===== src/rtl/matrix_op_sequencer_if.sv =====
// rtl/matrix_op_sequencer_if.sv - command, buffer and ALU signal bundle for the matrix op sequencer.
interface matrix_op_sequencer_if #(
  parameter int DW = 8,
  parameter int AW = 5
);
  logic          start;
  logic [2:0]    op;
  logic [2:0]    size;
  logic [DW-1:0] scalar;
  logic          busy;
  logic          done;
  logic          err;
  logic          rd_en;
  logic [AW-1:0] a_addr;
  logic [AW-1:0] b_addr;
  logic [DW-1:0] a_data;
  logic [DW-1:0] b_data;
  logic [2:0]    alu_op;
  logic [DW-1:0] alu_r1;
  logic [DW-1:0] alu_r2;
  logic [2:0]    alu_s;
  logic [DW-1:0] alu_result;
  logic          wr_en;
  logic [AW-1:0] wr_addr;
  logic [DW-1:0] wr_data;

  modport slave (
    input  start, op, size, scalar, a_data, b_data, alu_result,
    output busy, done, err, rd_en, a_addr, b_addr,
           alu_op, alu_r1, alu_r2, alu_s, wr_en, wr_addr, wr_data
  );

  modport master (
    output start, op, size, scalar, a_data, b_data, alu_result,
    input  busy, done, err, rd_en, a_addr, b_addr,
           alu_op, alu_r1, alu_r2, alu_s, wr_en, wr_addr, wr_data
  );
endinterface


===== src/rtl/matrix_op_sequencer.sv =====
// rtl/matrix_op_sequencer.sv - walks an N x N element-wise matrix command, one element per cycle.
// Reads are issued from RUN; a one-deep {valid, idx} pipeline lines writes up with sync-RAM data.
module matrix_op_sequencer #(
  parameter int DW   = 8,
  parameter int AW   = 5,
  parameter int NMAX = 5
) (
  input  logic                  clk_i,
  input  logic                  rst_i,
  matrix_op_sequencer_if.slave  bus
);

  localparam logic [2:0] OP_ADD   = 3'b000;
  localparam logic [2:0] OP_SUB   = 3'b001;
  localparam logic [2:0] OP_MULTM = 3'b010;
  localparam logic [2:0] OP_MULR  = 3'b011;
  localparam logic [2:0] OP_DETM  = 3'b100;
  localparam logic [2:0] OP_TRANS = 3'b101;
  localparam logic [2:0] OP_CLEAR = 3'b111;

  typedef enum logic [1:0] {S_IDLE, S_RUN, S_FLUSH, S_DONE} state_t;

  state_t        state_q;
  logic [2:0]    op_q, n_q, row_q, col_q;
  logic [DW-1:0] scalar_q;
  logic          busy_q, done_q, err_q, rd_en_q, valid_q;
  logic [AW-1:0] a_addr_q, b_addr_q, idx_q;

  logic          last_col_d, last_d, cmd_ok_d;
  logic [2:0]    row_d, col_d;
  logic [AW-1:0] lin_d, trans_d;

  always_comb begin
    last_col_d = (col_q == n_q - 3'd1);
    last_d     = last_col_d && (row_q == n_q - 3'd1);
    row_d      = last_col_d ? row_q + 3'd1 : row_q;
    col_d      = last_col_d ? 3'd0 : col_q + 3'd1;
    lin_d      = AW'(row_d) * AW'(n_q) + AW'(col_d);
    trans_d    = AW'(col_d) * AW'(n_q) + AW'(row_d);
    cmd_ok_d   = (bus.op != OP_MULTM) && (bus.op != OP_DETM) &&
                 (bus.size >= 3'd2) && (bus.size <= 3'(NMAX));
  end

  always_ff @(posedge clk_i) begin
    if (rst_i) begin
      state_q  <= S_IDLE;
      op_q     <= '0;
      n_q      <= '0;
      row_q    <= '0;
      col_q    <= '0;
      scalar_q <= '0;
      busy_q   <= 1'b0;
      done_q   <= 1'b0;
      err_q    <= 1'b0;
      rd_en_q  <= 1'b0;
      valid_q  <= 1'b0;
      a_addr_q <= '0;
      b_addr_q <= '0;
      idx_q    <= '0;
    end else begin
      done_q  <= 1'b0;
      err_q   <= 1'b0;
      valid_q <= 1'b0;
      case (state_q)
        S_IDLE: begin
          if (bus.start) begin
            op_q     <= bus.op;
            n_q      <= bus.size;
            scalar_q <= bus.scalar;
            busy_q   <= 1'b1;
            if (cmd_ok_d) begin
              state_q  <= S_RUN;
              rd_en_q  <= (bus.op != OP_CLEAR);
              row_q    <= '0;
              col_q    <= '0;
              a_addr_q <= '0;
              b_addr_q <= '0;
            end else begin
              state_q <= S_DONE;
              done_q  <= 1'b1;
              err_q   <= 1'b1;
            end
          end
        end
        S_RUN: begin
          // b_addr always carries the row-major index of the element just issued
          valid_q <= 1'b1;
          idx_q   <= b_addr_q;
          if (last_d) begin
            state_q <= S_FLUSH;
            rd_en_q <= 1'b0;
          end else begin
            row_q    <= row_d;
            col_q    <= col_d;
            b_addr_q <= lin_d;
            a_addr_q <= (op_q == OP_TRANS) ? trans_d : lin_d;
          end
        end
        S_FLUSH: begin
          state_q <= S_DONE;
          done_q  <= 1'b1;
        end
        default: begin
          state_q <= S_IDLE;
          busy_q  <= 1'b0;
        end
      endcase
    end
  end

  assign bus.busy    = busy_q;
  assign bus.done    = done_q;
  assign bus.err     = err_q;
  assign bus.rd_en   = rd_en_q;
  assign bus.a_addr  = a_addr_q;
  assign bus.b_addr  = b_addr_q;
  assign bus.alu_op  = op_q;
  assign bus.alu_s   = n_q;
  assign bus.wr_en   = valid_q;
  assign bus.wr_addr = idx_q;

  always_comb begin
    bus.alu_r1  = '0;
    bus.alu_r2  = '0;
    bus.wr_data = '0;
    if (valid_q) begin
      bus.alu_r1 = bus.a_data;
      case (op_q)
        OP_ADD, OP_SUB: bus.alu_r2 = bus.b_data;
        OP_MULR:        bus.alu_r2 = scalar_q;
        default:        bus.alu_r2 = '0;
      endcase
      if (op_q != OP_CLEAR) bus.wr_data = bus.alu_result;
    end
  end

endmodule


===== src/flat_wrapper.sv =====
// flat-port wrapper written by rule: the top's interface ports become plain ports
module matrix_op_sequencer_flat 
#(
  parameter int DW   = 8,
  parameter int AW   = 5,
  parameter int NMAX = 5
)
  (clk_i, rst_i, bus_start, bus_op, bus_size, bus_scalar, bus_a_data, bus_b_data, bus_alu_result, bus_busy, bus_done, bus_err, bus_rd_en, bus_a_addr, bus_b_addr, bus_alu_op, bus_alu_r1, bus_alu_r2, bus_alu_s, bus_wr_en, bus_wr_addr, bus_wr_data);
  matrix_op_sequencer_if #(.DW(DW), .AW(AW)) bus_i ();
  input  logic clk_i;
  input  logic rst_i;
  input wire logic [$bits(bus_i.start)-1:0] bus_start;
  input wire logic [$bits(bus_i.op)-1:0] bus_op;
  input wire logic [$bits(bus_i.size)-1:0] bus_size;
  input wire logic [$bits(bus_i.scalar)-1:0] bus_scalar;
  input wire logic [$bits(bus_i.a_data)-1:0] bus_a_data;
  input wire logic [$bits(bus_i.b_data)-1:0] bus_b_data;
  input wire logic [$bits(bus_i.alu_result)-1:0] bus_alu_result;
  output wire logic [$bits(bus_i.busy)-1:0] bus_busy;
  output wire logic [$bits(bus_i.done)-1:0] bus_done;
  output wire logic [$bits(bus_i.err)-1:0] bus_err;
  output wire logic [$bits(bus_i.rd_en)-1:0] bus_rd_en;
  output wire logic [$bits(bus_i.a_addr)-1:0] bus_a_addr;
  output wire logic [$bits(bus_i.b_addr)-1:0] bus_b_addr;
  output wire logic [$bits(bus_i.alu_op)-1:0] bus_alu_op;
  output wire logic [$bits(bus_i.alu_r1)-1:0] bus_alu_r1;
  output wire logic [$bits(bus_i.alu_r2)-1:0] bus_alu_r2;
  output wire logic [$bits(bus_i.alu_s)-1:0] bus_alu_s;
  output wire logic [$bits(bus_i.wr_en)-1:0] bus_wr_en;
  output wire logic [$bits(bus_i.wr_addr)-1:0] bus_wr_addr;
  output wire logic [$bits(bus_i.wr_data)-1:0] bus_wr_data;
  assign bus_i.start = bus_start;
  assign bus_i.op = bus_op;
  assign bus_i.size = bus_size;
  assign bus_i.scalar = bus_scalar;
  assign bus_i.a_data = bus_a_data;
  assign bus_i.b_data = bus_b_data;
  assign bus_i.alu_result = bus_alu_result;
  assign bus_busy = bus_i.busy;
  assign bus_done = bus_i.done;
  assign bus_err = bus_i.err;
  assign bus_rd_en = bus_i.rd_en;
  assign bus_a_addr = bus_i.a_addr;
  assign bus_b_addr = bus_i.b_addr;
  assign bus_alu_op = bus_i.alu_op;
  assign bus_alu_r1 = bus_i.alu_r1;
  assign bus_alu_r2 = bus_i.alu_r2;
  assign bus_alu_s = bus_i.alu_s;
  assign bus_wr_en = bus_i.wr_en;
  assign bus_wr_addr = bus_i.wr_addr;
  assign bus_wr_data = bus_i.wr_data;
  matrix_op_sequencer #(.DW(DW), .AW(AW), .NMAX(NMAX)) u_core (.clk_i(clk_i), .rst_i(rst_i), .bus(bus_i));
endmodule

===== config.mk =====
export PLATFORM = sky130hd
export DESIGN_NAME = matrix_op_sequencer_flat
export DESIGN_NICKNAME = d
export VERILOG_FILES = /design/src/rtl/matrix_op_sequencer_if.sv /design/src/rtl/matrix_op_sequencer.sv /design/src/flat_wrapper.sv
export SDC_FILE = /design/constraint.sdc
export NUM_CORES = 1
export LEC_CHECK = 0
export ABC_CLOCK_PERIOD_IN_PS = 4900
export CORE_MARGIN = 3
export CORE_UTILIZATION = 47
export CTS_CLUSTER_SIZE = 30
export DETAILED_ROUTE_END_ITERATION = 10
export PLACE_DENSITY = 0.8
export SLEW_MARGIN = 20
export SYNTH_ARGS = -nofsm -noshare
export SYNTH_HDL_FRONTEND = slang
export SYNTH_SLANG_ARGS = --single-unit

===== constraint.sdc =====
create_clock -name clk_i -period 4.9 [get_ports clk_i]
set_input_delay 0.98 -clock clk_i [delete_from_list [all_inputs] [get_ports clk_i]]
set_output_delay 0.98 -clock clk_i [all_outputs]
set_load 0.02 [all_outputs]

==> flow_metrics.tcl, run 1 <==
# implementation run metrics
set metrics [dict create \
    status "completed" \
    maxClockFrequency_mhz 225 \
    share_of_cell_area_taken_by_flip_flops_and_latches_pct 22.2 \
    combAreaFraction_pct 47.2 \
    postSynthAreaPerCell_sq_um 8.24 \
    synth.lib_cells_used.distinct 45 \
    coreArea_sq_um 5640 \
    multi_input_comb_area_sq_um 1790 \
    post_synth_inst_count 340 \
    gp_routability_congestion 0.854 \
    drt_first_pass_iters 4 \
    timing_worst_slew_pin_value_ps 805 \
    register_share_of_total_power_pct 37.5 \
    ctsResizeCount 0 \
    flop_area_sq_um 842 \
    timing.critical_path.slowest_cell_delay_ps 540 \
    synthTopLogicFamily "simple AND/OR/NAND/NOR gates" \
    fp.dieH_um 83.2 \
    flop_cell "sky130_fd_sc_hd__dfxtp_1" \
    yosys_warnings 0 \
    worstSetupEndpointType "register" \
    post_synth_main_area_contributors "sky130_fd_sc_hd__dfxtp_1 30%, sky130_fd_sc_hd__ha_1 10%, sky130_fd_sc_hd__a21oi_1 6.1%" \
    clk_transition_reported_paths_ps 90 \
    cts_hold_buf 0 \
    initial_antenna_violation_count 0 \
    flop-count 42 \
    worst-path-buf-inv 2 \
    floorplan.die_area_sq_um 6930 \
    worst_slack_on_hold_paths_ps 466 \
    n_taps 72 \
    timing.critical_path.max_delay_family "adder cells" \
    fa_ha_area_share_pct 14.6 \
    timing.critical_path.fanout_max 8 \
    final_area_sq_um 3800 \
    wl_met1_um 3300 \
    mostFrequentLayoutCell "sky130_fd_sc_hd__clkdlybuf4s50_1" \
    critical_path_cell_count 17 \
    yosys_cells 340 \
    grt_busiest_layer "met2" \
    synth.cell_area_sq_um 2800 \
    buffers 91 \
    cellLeakagePower_nw 1.56 \
    initial_core_util_pct 49.7 \
    grt_use_total_pct 20.6 \
    synth.yosys.seq_area_share_pct 30.0 \
    totalPowerFinal_w 0.00114 \
    wire_length_of_the_first_global_routing_pass_um 11900 \
    number_of_buffers_inserted_during_clock_tree_synthesis 5 \
    drc_violation_count_after_routing 0 \
    clk_buf_instances 5 \
    most-common-layout-cells "90 x sky130_fd_sc_hd__clkdlybuf4s50_1, 42 x sky130_fd_sc_hd__nand2_1, 41 x sky130_fd_sc_hd__dfxtp_1" \
    final_cell_count_no_fill 493 \
    cts_setup_buffers 0 \
    power.density_nw_per_um2 301 \
    slew_violations 0 \
    detailroute.wirelength.met2_um 3510 \
    worstPathCellList "inv_1, ha_1, xnor2_2, xor2_1, nand2_2, xnor2_1, nand2_1, fa_1, fa_1, inv_1, ha_1, a21o_1, a21oi_1, xnor2_1, xnor2_1, nand2_1, a311oi_2" \
    hpwlAfterDp_um 5660 \
    setup-tns-final_ps 0 \
    cp_slowest_cell "sky130_fd_sc_hd__fa_1" \
    top_area_cell_class "logic gates" \
    synth.yosys.chip_area_sq_um 2800 \
    synth-simple-area-share_pct 24.0 \
    placedInstanceArea_sq_um 3710 \
    largest_power_group "combinational logic" \
    worst_clock_skew_ps 9.93 \
    initialDrtViolationCount 79 \
    reg2reg_depth 17 \
    switching_power_of_the_nets_w 0.000450 \
    number_of_flip_flops_under_the_largest_register_name 8 \
    endpoint "u_core.bus.a_addr[4]" \
    crit_start "u_core.bus.alu_s[1]" \
    max_flop_register "u_core.scalar_q" \
    common_cells "42 x sky130_fd_sc_hd__dfxtp_1, 42 x sky130_fd_sc_hd__nand2_1, 38 x sky130_fd_sc_hd__nor2_1" \
    met1_layer_usage_reported_by_global_route_pct 26.8 \
    non_clock_inverter_count 22 \
    max_cap_viol_count 0 \
    grt_overflow_total 0 \
    rr_startpoint "u_core.bus.alu_s[1]" \
    clock_net_power_w 0.000219 \
    yosysTopAreaCell "sky130_fd_sc_hd__dfxtp_1" \
    timing.setup.critical_path_class "reg2reg" \
]
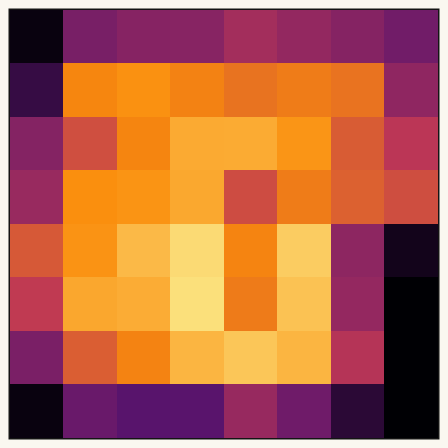
(run_1/util_map.png)
8 x 8 tiles, from black (low) to pale yellow (high), 0 to 100% covered.
mean over tiles: 54%
nearly empty tiles: 4.7%
densest ninth of the die: centre
tiles over 75% full: 28%
emptiest ninth of the die: lower right

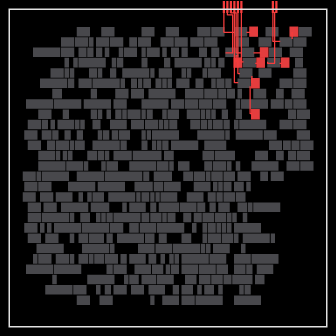
(run_1/port_trees.png)
| port | colour | bits | direction | edge | end cells | buffers | wire |
|---|---|---|---|---|---|---|---|
| bus_alu_result | red | 8 | input | top | 8 | 8 | 130 um |

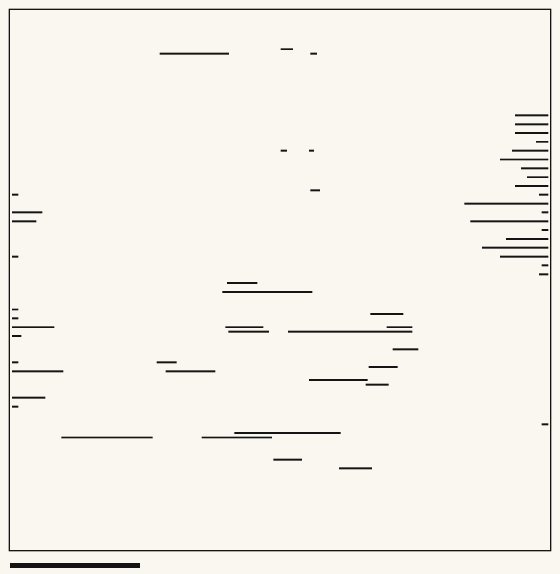
(run_1/m3.png)
Scale bar: 20 um.
wire length on this layer: 276 um
longest straight run: 18.9 um

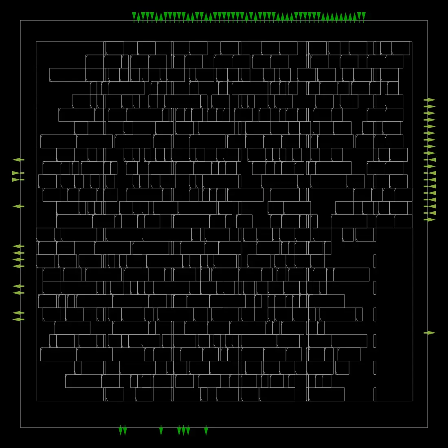
(run_1/placed.png)
Filler Cell Count: 474
Post-Route Utilization: 67.3%

==> run_1/gates.png <==
Scale bar: 20 um.
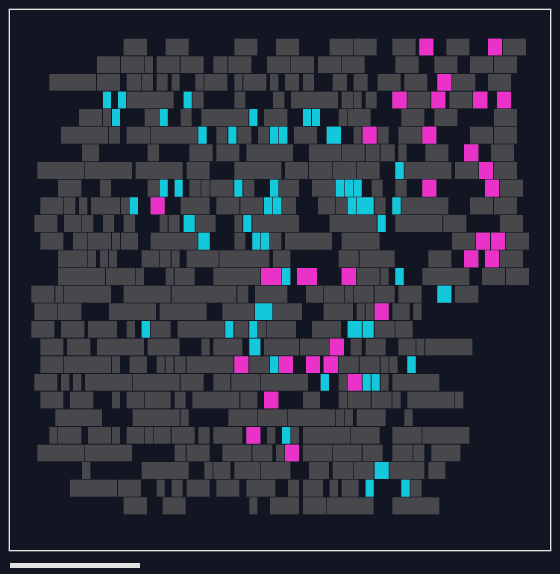

==> run 1 -> run 2 <==
--- a/config.mk
+++ b/config.mk
@@ -5,13 +5,14 @@
 export SDC_FILE = /design/constraint.sdc
 export NUM_CORES = 1
 export LEC_CHECK = 0
+export ABC_AREA = 1
 export ABC_CLOCK_PERIOD_IN_PS = 4900
 export CORE_MARGIN = 3
 export CORE_UTILIZATION = 47
 export CTS_CLUSTER_SIZE = 30
 export DETAILED_ROUTE_END_ITERATION = 10
 export PLACE_DENSITY = 0.8
-export SLEW_MARGIN = 20
+export SLEW_MARGIN = 15
 export SYNTH_ARGS = -nofsm -noshare
 export SYNTH_HDL_FRONTEND = slang
 export SYNTH_SLANG_ARGS = --single-unit
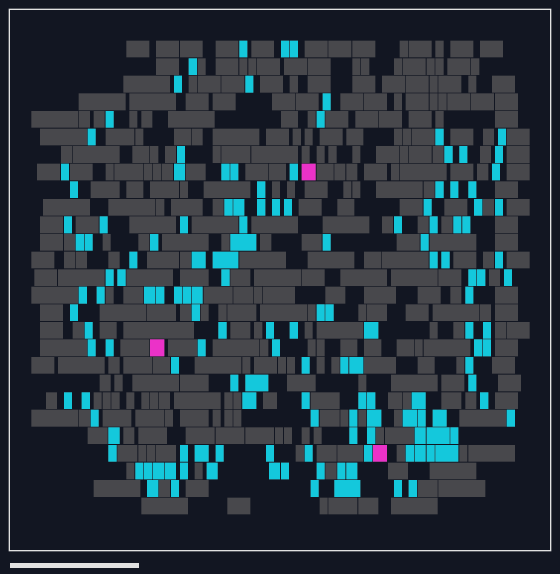
(run_2/gates.png)
Scale bar: 20 um.
| family | colour | cells | most used |
|---|---|---|---|
| and/or cells | magenta | 3 | or2_2 |
| nand cells | cyan | 144 | nand2_1 |

==> run 2 against run 1 <==
Die area rose by 0.83%. Clock skew fell by 4.2 ps. Combinational power rose by 32%. Worst setup slack improved by 350 ps. Maximum frequency rose by 8.6%. Via count rose by 8.1%. Global-route usage rose by 1.5 points. Core utilization rose by 0.83 points. Final cell count rose by 14%. First-iteration DRC count rose by 76%. Clock power rose by 26%. Wire length rose by 6.7%. Largest cell class unchanged.
==> flow_metrics.tcl, run 2 <==
# implementation run metrics
set metrics [dict create \
    common_cells "116 x sky130_fd_sc_hd__nand2_1, 56 x sky130_fd_sc_hd__inv_1, 42 x sky130_fd_sc_hd__dfxtp_1" \
    synth.cell_area_sq_um 2830 \
    top_layer "met4" \
    cts_htree_levels 2 \
    final_area_sq_um 3870 \
    cellLeakagePower_nw 1.74 \
    synth.yosys.chip_area_sq_um 2830 \
    synth-simple-area-share_pct 28.8 \
    status "completed" \
    largest_power_group "combinational logic" \
    grt_busiest_layer "met2" \
    yosys_cells 402 \
    synthTopLogicFamily "simple AND/OR/NAND/NOR gates" \
    yosys_warnings 0 \
    timing.critical_path.fanout_max 8 \
    worst_slack_on_hold_paths_ps 467 \
    synth-edff-count 0 \
    buffers 91 \
    seq_cell_power_w 0.000435 \
    combAreaFraction_pct 43.4 \
    detailroute.wirelength.met2_um 3720 \
    non_clock_inverter_count 61 \
    reg2reg_depth 16 \
    critical_path_cell_count 16 \
    grt_overflow_total 0 \
    fp.dieH_um 83.6 \
    antenna_violating_nets_post_route 0 \
    ys_ff 42 \
    grt_start_max_net_pins 43 \
    wl_met1_um 3480 \
    timing_hold_violations_final 0 \
    flop-count 42 \
    yosysTopAreaCell "sky130_fd_sc_hd__dfxtp_1" \
    gp_routability_congestion 0.922 \
    detailedPlace.worstSlack_ps 846 \
    met1_layer_usage_reported_by_global_route_pct 28.5 \
    ctsResizeCount 0 \
    max_cap_viol_count 0 \
    synth.lib_cells_used.distinct 33 \
    clock.latency.late_pin_ps 290 \
    most-common-layout-cells "116 x sky130_fd_sc_hd__nand2_1, 90 x sky130_fd_sc_hd__clkdlybuf4s50_1, 56 x sky130_fd_sc_hd__inv_1" \
    post_synth_inst_count 402 \
    mostFrequentLayoutCell "sky130_fd_sc_hd__nand2_1" \
    share_of_cell_area_taken_by_flip_flops_and_latches_pct 21.7 \
    worstSetupEndpointType "register" \
    coreArea_sq_um 5680 \
    n_taps 72 \
    via_count_normalized_by_instance_count 4.92 \
    finalCoreUtilization_pct 68.1 \
    endpoint "u_core.bus.a_addr[2]" \
    internal-power_w 0.000792 \
    maxClockFrequency_mhz 244 \
    worst-path-buf-inv 3 \
    synth.cellmix.xorXnorShare_pct 3.10 \
    timing_worst_slew_pin_value_ps 904 \
    worstReg2RegEnd "u_core.bus.a_addr[2]" \
    placed_cells_incl_taps 553 \
    initialDrtViolationCount 139 \
    rr_startpoint "u_core.bus.alu_s[0]" \
    switching_power_of_the_nets_w 0.000577 \
    slew_violations 0 \
    cts_hold_buf 0 \
    worst_clock_skew_ps 5.78 \
    postSynthAreaPerCell_sq_um 7.03 \
    fa_ha_area_share_pct 14.4 \
    clock_net_power_w 0.000277 \
    timing.critical_path.slowest_cell_delay_ps 560 \
    wire_length_of_the_first_global_routing_pass_um 12900 \
    placedInstanceArea_sq_um 3750 \
    postSynthNetCount 472 \
    post_synth_main_area_contributors "sky130_fd_sc_hd__dfxtp_1 30%, sky130_fd_sc_hd__nand2_1 15%, sky130_fd_sc_hd__ha_1 10%" \
    synth.yosys.seq_area_share_pct 29.7 \
    fp-row-count 27 \
    timing.critical_path.max_delay_family "adder cells" \
    drc_violation_count_after_routing 0 \
    hpwlAfterDp_um 6110 \
    worstPathCellList "inv_2, ha_1, inv_1, nand2_1, nand2_1, nor2_4, nand2_4, xor2_1, nand2_1, fa_1, fa_1, inv_1, fa_1, or2_2, o211ai_1, a21oi_1" \
    syn_to_final_growth_pct 36.8 \
    setup-tns-final_ps 0 \
    max_flop_register "u_core.scalar_q" \
    crit_start "u_core.bus.alu_s[0]" \
    flop_area_sq_um 841 \
    clk_transition_reported_paths_ps 80 \
    cp_slowest_cell "sky130_fd_sc_hd__fa_1" \
    clk_buf_instances 5 \
    portBuffers 90 \
    clock_buffer_and_inverter_area_fraction_after_layout_pct 2.94 \
    cts_setup_buffers 0 \
    layout_worst_path_cycle_share_pct 83.6 \
    flop_cell "sky130_fd_sc_hd__dfxtp_1" \
    drt-total-wl_um 7680 \
    layout.filler_cells 511 \
    worst_hold_path_type "reg2reg" \
    powerComb_w 0.000656 \
    top_area_cell_class "logic gates" \
    timing.setup.critical_path_class "reg2reg" \
    cts_root_buffer "sky130_fd_sc_hd__clkbuf_8" \
    power.density_nw_per_um2 354 \
    grt_use_met2_pct 37.8 \
    dr_wl_cell_um 13.7 \
    floorplan.die_area_sq_um 6980 \
    number_of_flip_flops_under_the_largest_register_name 8 \
    drt_first_pass_iters 4 \
    multi_input_comb_area_sq_um 1680 \
    totalPowerFinal_w 0.00137 \
    initial_core_util_pct 49.8 \
    register_share_of_total_power_pct 31.8 \
    number_of_buffers_inserted_during_clock_tree_synthesis 5 \
    final_cell_count_no_fill 561 \
    initial_antenna_violation_count 0 \
    timing.final.crit_period_ps 4090 \
    max-slew-margin-rel_pct 39.3 \
    hold_path_end "u_core.bus.wr_addr[1]" \
    grt_use_total_pct 22.1 \
]
Power and IR drop assume default switching activity.
